Figure 1. Congestion heat map.
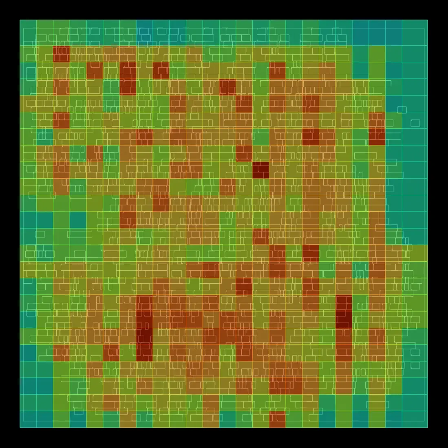
Figure 2. The metal 2 layer.
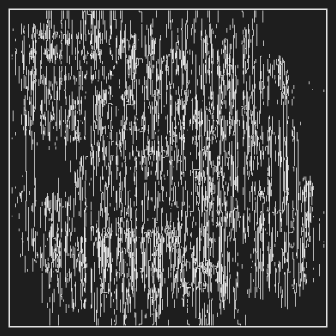
==> config.mk <==
export PLATFORM = sky130hd
export DESIGN_NAME = agc_gain_ctrl
export DESIGN_NICKNAME = d
export VERILOG_FILES = /design/src/rtl/agc_gain_ctrl_pkg.sv /design/src/rtl/agc_mag_accum.sv /design/src/rtl/agc_gain_ctrl.sv
export SDC_FILE = /design/constraint.sdc
export NUM_CORES = 1
export LEC_CHECK = 0
export CAP_MARGIN = 30
export CORE_UTILIZATION = 45
export DETAILED_ROUTE_END_ITERATION = 16
export GPL_TIMING_DRIVEN = 0
export PLACE_DENSITY_LB_ADDON = 0.15
export SYNTH_ARGS = -nofsm -noshare
export SYNTH_HDL_FRONTEND = slang
export SYNTH_SLANG_ARGS = --single-unit
export TNS_END_PERCENT = 1
==> constraint.sdc <==
create_clock -name ce_clk -period 5.3 [get_ports ce_clk]
set_input_delay 0.795 -clock ce_clk [delete_from_list [all_inputs] [get_ports ce_clk]]
set_output_delay 0.795 -clock ce_clk [all_outputs]
set_load 0.1 [all_outputs]
==> src/rtl/agc_gain_ctrl_pkg.sv <==
// Shared types, settings-bus offsets and reset values for the ATSC RX AGC gain controller.
package agc_gain_ctrl_pkg;

  typedef enum logic [1:0] {
    IDLE    = 2'd0,
    MEASURE = 2'd1,
    DECIDE  = 2'd2,
    HOLD    = 2'd3
  } agc_state_e;

  localparam int MAG_W = 17;

  localparam int unsigned SR_CTRL      = 0;
  localparam int unsigned SR_TARGET    = 1;
  localparam int unsigned SR_HYST      = 2;
  localparam int unsigned SR_STEP      = 3;
  localparam int unsigned SR_HOLD      = 4;
  localparam int unsigned SR_INIT_GAIN = 5;

  localparam logic        ENABLE_RST = 1'b0;
  localparam logic [16:0] TARGET_RST = 17'h04000;
  localparam logic [15:0] HYST_RST   = 16'h0400;
  localparam logic [15:0] STEP_RST   = 16'h0100;
  localparam logic [15:0] HOLD_RST   = 16'd16;
  localparam logic [15:0] GAIN_UNITY = 16'h1000;

  // Exact |v| of a signed sc16 component; |-32768| needs the 17th bit.
  function automatic logic [MAG_W-1:0] abs_sc16(input logic [15:0] v);
    return v[15] ? (~{1'b1, v}) + 17'd1 : {1'b0, v};
  endfunction

endpackage

==> src/rtl/agc_mag_accum.sv <==
// Sums |I|+|Q| over a 2^WIN_LOG2-sample window and flags the sample that completes it.
module agc_mag_accum
  import agc_gain_ctrl_pkg::*;
#(
  parameter int WIN_LOG2 = 8
) (
  input  logic             ce_clk,
  input  logic             ce_rst,
  input  logic             clear,
  input  logic             count_en,
  input  logic             sample_fire,
  input  logic [31:0]      sample,
  output logic [MAG_W-1:0] avg,
  output logic             win_done
);

  localparam int ACC_W = MAG_W + WIN_LOG2;

  logic [MAG_W-1:0]    mag;
  logic [ACC_W-1:0]    acc;
  logic [WIN_LOG2-1:0] count;
  logic                take;

  assign mag      = abs_sc16(sample[31:16]) + abs_sc16(sample[15:0]);
  assign take     = count_en & sample_fire & ~clear;
  assign win_done = take & (count == '1);
  assign avg      = acc[ACC_W-1:WIN_LOG2];

  // NOTE: sequential state uses non-blocking assignments so every register samples pre-edge values.
  always_ff @(posedge ce_clk or posedge ce_rst) begin
    if (ce_rst) begin
      acc   <= '0;
      count <= '0;
    end else if (clear) begin
      acc   <= '0;
      count <= '0;
    end else if (take) begin
      acc   <= acc + ACC_W'(mag);
      count <= count + 1'b1;
    end
  end

endmodule

==> src/rtl/agc_gain_ctrl.sv <==
// Closed-loop AGC gain controller: windowed mean magnitude vs. target with hysteresis,
// stepped gain with settling hold, configured over the noc_shell settings bus.
module agc_gain_ctrl
  import agc_gain_ctrl_pkg::*;
#(
  parameter int WIN_LOG2 = 8,
  parameter int GAIN_W   = 16,
  parameter int SR_BASE  = 130
) (
  input  logic              ce_clk,
  input  logic              ce_rst,
  input  logic              set_stb,
  input  logic [7:0]        set_addr,
  input  logic [31:0]       set_data,
  input  logic [31:0]       mon_tdata,
  input  logic              mon_tvalid,
  input  logic              mon_tready,
  output logic [GAIN_W-1:0] gain,
  output logic              gain_valid,
  output logic              locked,
  output logic [16:0]       avg_mag
);

  localparam int ARITH_W = (GAIN_W > 16 ? GAIN_W : 16) + 1;
  localparam logic [ARITH_W-1:0] GAIN_MAX = ARITH_W'({GAIN_W{1'b1}});

  agc_state_e state, state_next;

  logic        enable;
  logic [16:0] target;
  logic [15:0] hyst;
  logic [15:0] step;
  logic [15:0] hold_cycles;
  logic [15:0] hold_cnt;

  logic wr_ctrl, wr_target, wr_hyst, wr_step, wr_hold, wr_init;
  logic acc_clear, acc_en, decide_en, win_done;
  logic [MAG_W-1:0] avg;
  logic unused_set_bits;

  assign wr_ctrl   = set_stb && (set_addr == 8'(SR_BASE + SR_CTRL));
  assign wr_target = set_stb && (set_addr == 8'(SR_BASE + SR_TARGET));
  assign wr_hyst   = set_stb && (set_addr == 8'(SR_BASE + SR_HYST));
  assign wr_step   = set_stb && (set_addr == 8'(SR_BASE + SR_STEP));
  assign wr_hold   = set_stb && (set_addr == 8'(SR_BASE + SR_HOLD));
  assign wr_init   = set_stb && (set_addr == 8'(SR_BASE + SR_INIT_GAIN));
  assign unused_set_bits = ^set_data[31:17];

  always_ff @(posedge ce_clk or posedge ce_rst) begin
    if (ce_rst) begin
      enable      <= ENABLE_RST;
      target      <= TARGET_RST;
      hyst        <= HYST_RST;
      step        <= STEP_RST;
      hold_cycles <= HOLD_RST;
    end else begin
      if (wr_ctrl)   enable      <= set_data[0];
      if (wr_target) target      <= set_data[16:0];
      if (wr_hyst)   hyst        <= set_data[15:0];
      if (wr_step)   step        <= set_data[15:0];
      if (wr_hold)   hold_cycles <= set_data[15:0];
    end
  end

  agc_mag_accum #(.WIN_LOG2(WIN_LOG2)) u_accum (
    .ce_clk      (ce_clk),
    .ce_rst      (ce_rst),
    .clear       (acc_clear),
    .count_en    (acc_en),
    .sample_fire (mon_tvalid & mon_tready),
    .sample      (mon_tdata),
    .avg         (avg),
    .win_done    (win_done)
  );

  always_ff @(posedge ce_clk or posedge ce_rst) begin
    if (ce_rst) state <= IDLE;
    else        state <= state_next;
  end

  // Disable and init_gain writes pre-empt whatever the loop is doing.
  always_comb begin
    state_next = state;
    if (!enable) begin
      state_next = IDLE;
    end else if (wr_init) begin
      state_next = MEASURE;
    end else begin
      unique case (state)
        IDLE:    state_next = MEASURE;
        MEASURE: if (win_done) state_next = DECIDE;
        DECIDE:  state_next = (hold_cycles == 16'd0) ? MEASURE : HOLD;
        HOLD:    if (hold_cnt <= 16'd1) state_next = MEASURE;
        default: state_next = IDLE;
      endcase
    end
  end

  // NOTE: every output gets a default first so no path leaves one unassigned and infers a latch.
  always_comb begin
    acc_en    = 1'b0;
    acc_clear = 1'b1;
    decide_en = 1'b0;
    if (state == MEASURE) begin
      acc_en    = 1'b1;
      acc_clear = wr_init;
    end
    if (state == DECIDE) decide_en = enable & ~wr_init;
  end

  // Snapshot of hold taken at DECIDE so a mid-hold write cannot stretch the current hold.
  always_ff @(posedge ce_clk or posedge ce_rst) begin
    if (ce_rst) begin
      hold_cnt <= '0;
    end else if (state == DECIDE) begin
      hold_cnt <= hold_cycles;
    end else if (state == HOLD && hold_cnt != 16'd0) begin
      hold_cnt <= hold_cnt - 16'd1;
    end
  end

  logic [17:0]        band_hi;
  logic [16:0]        band_lo;
  logic               too_high, too_low;
  logic [ARITH_W-1:0] gain_ext, step_ext, gain_sum;
  logic [GAIN_W-1:0]  gain_dn, gain_up;

  assign band_hi  = {1'b0, target} + {2'b00, hyst};
  assign band_lo  = (target > {1'b0, hyst}) ? target - {1'b0, hyst} : '0;
  assign too_high = {1'b0, avg} > band_hi;
  assign too_low  = avg < band_lo;

  assign gain_ext = ARITH_W'(gain);
  assign step_ext = ARITH_W'(step);
  assign gain_sum = gain_ext + step_ext;
  assign gain_dn  = (step_ext > gain_ext) ? '0 : GAIN_W'(gain_ext - step_ext);
  assign gain_up  = (gain_sum > GAIN_MAX) ? GAIN_W'(GAIN_MAX) : GAIN_W'(gain_sum);

  always_ff @(posedge ce_clk or posedge ce_rst) begin
    if (ce_rst) begin
      gain       <= GAIN_W'(GAIN_UNITY);
      gain_valid <= 1'b0;
      locked     <= 1'b0;
      avg_mag    <= '0;
    end else begin
      gain_valid <= 1'b0;
      if (wr_init) begin
        gain       <= GAIN_W'(set_data[15:0]);
        gain_valid <= 1'b1;
        locked     <= 1'b0;
      end else if (decide_en) begin
        avg_mag <= avg;
        if (too_high) begin
          gain       <= gain_dn;
          gain_valid <= 1'b1;
          locked     <= 1'b0;
        end else if (too_low) begin
          gain       <= gain_up;
          gain_valid <= 1'b1;
          locked     <= 1'b0;
        end else begin
          locked <= 1'b1;
        end
      end
    end
  end

endmodule

==> impl_metrics.csv <==
group,metric,value,unit
run_status,status,"finished, final reports clean",
synth,avgSynthCellArea,9.05,sq um
synth,top_cell,"dfrtp_1",
final_layout,top_register,"u_accum.acc",
final_layout,fin_cells,1897,
cts,cts_setup_buffers,3,
grt,grt_overflow,0,
pwr,clockPowerShare,35.6,%
critical_path,path_delay_family,"AND-OR/OR-AND gates",
synth,yosys_area,12600,sq um
pwr,p_clk,1.32,mW
grt,grt_first_pass_wirelength,53800,um
grt,top_usage_layer,"met2",
critical_path,cp_data_required_time,5.62,ns
cts,cts_buffer_depth,2,
die,tapCellCount,372,
synth,ys.flops,152,
critical_path,worstSetupStartpoint,"target[0]",
placed_design,place_area,14100,sq um
grt,grt_max_degree,81,
final_layout,lay_top_cells,"dfrtp_1, ha_1, nand2_1",
pwr,p_per_area,250,nW/um^2
die,num_rows,60,
critical_path,cp_slowest_stage_delay,0.46,ns
synth,yosys-top-cells-area,"dfrtp_1, ha_1, mux2_2",
critical_path,crit_cells,24,
cts,numCtsBuffers,17,
final_layout,sh_seq_area,25.7,%
pwr,power_switching,1.30,mW
route,drtIter0Drc,695,
pwr,p_seq_share,33.2,%
route,drc,0,
pwr,p_comb,1.15,mW
final_layout,nNetsFinal,1736,
final_timing,hold_viol_final,0,
final_timing,slew_headroom,34.9,%
final_timing,setup_viol,0,
synth,fp_nets,1616,
route,first_pass_iters,5,
route,met2_length,15200,um
final_layout,syn_to_final_growth,17.5,%
pwr,powerSeq,1.23,mW
placed_design,hpwl,25700,um
synth,synth.distinct_cells,84,
pwr,p_leak,6.76,nW
cts,htree_levels,4,
grt,antenna_found_initial,0,
final_layout,comb_cells,1096,
cts,clk_pin_slew,0.07,ns
final_layout,flop_area,3810,sq um
worst_hold_path,hold_depth,2,
critical_path,crit_chain,"inv_1, ha_1, inv_1, fa_1, a21oi_1, o21bai_1, a2111o_1, nand3_1, a31oi_1, a21oi_1, o21bai_1, xnor2_1, nand2_1, ha_1, nand2_1, or3_1, a211o_1, a41oi_1, or3_4, o21ai_4, nor2_4, inv_2, buf_6, mux2_4",
final_timing,min_period,5.09,ns
route,route.detailed.wl_per_inst,17.5,um
final_timing,whs,0.498,ns
pwr,vdd_drop_max,0.200,mV
route,highest_layer,"met4",
worst_hold_path,hold_path.startpoint,"avg_mag[11]",
synth,xor_area_share,8.00,%
final_timing,max_freq,0.197,GHz
final_layout,reg_top3,"u_accum.acc: 25 flops, avg_mag: 17 flops, target: 17 flops",
worst_hold_path,min_to,"avg_mag[11]",
final_layout,clock_buffer_count,17,
route,met3WireLength,1530,um
route,ant_nets,0,
cts,cts-root-buf,"clkbuf_16",
final_layout,num-nonclk-buffers,150,
synth,topCombFamilyByArea,"AND-OR/OR-AND gates",
Notes on Figure 1 above:
global-route met1 utilization: 33.2%
GRT Overall Usage: 23.7%
met2 track demand over resource: 38.0%

Notes on Figure 2 above:
The layer holds 46% of the routed length. The longest straight run is 58.5 um. The layer carries 15200 um of wire. 1435 nets have wire on it. The wires run mostly vertical.
DR vias: 10600
WL final: 33100 um

Power is estimated from default activity; no workload was simulated.
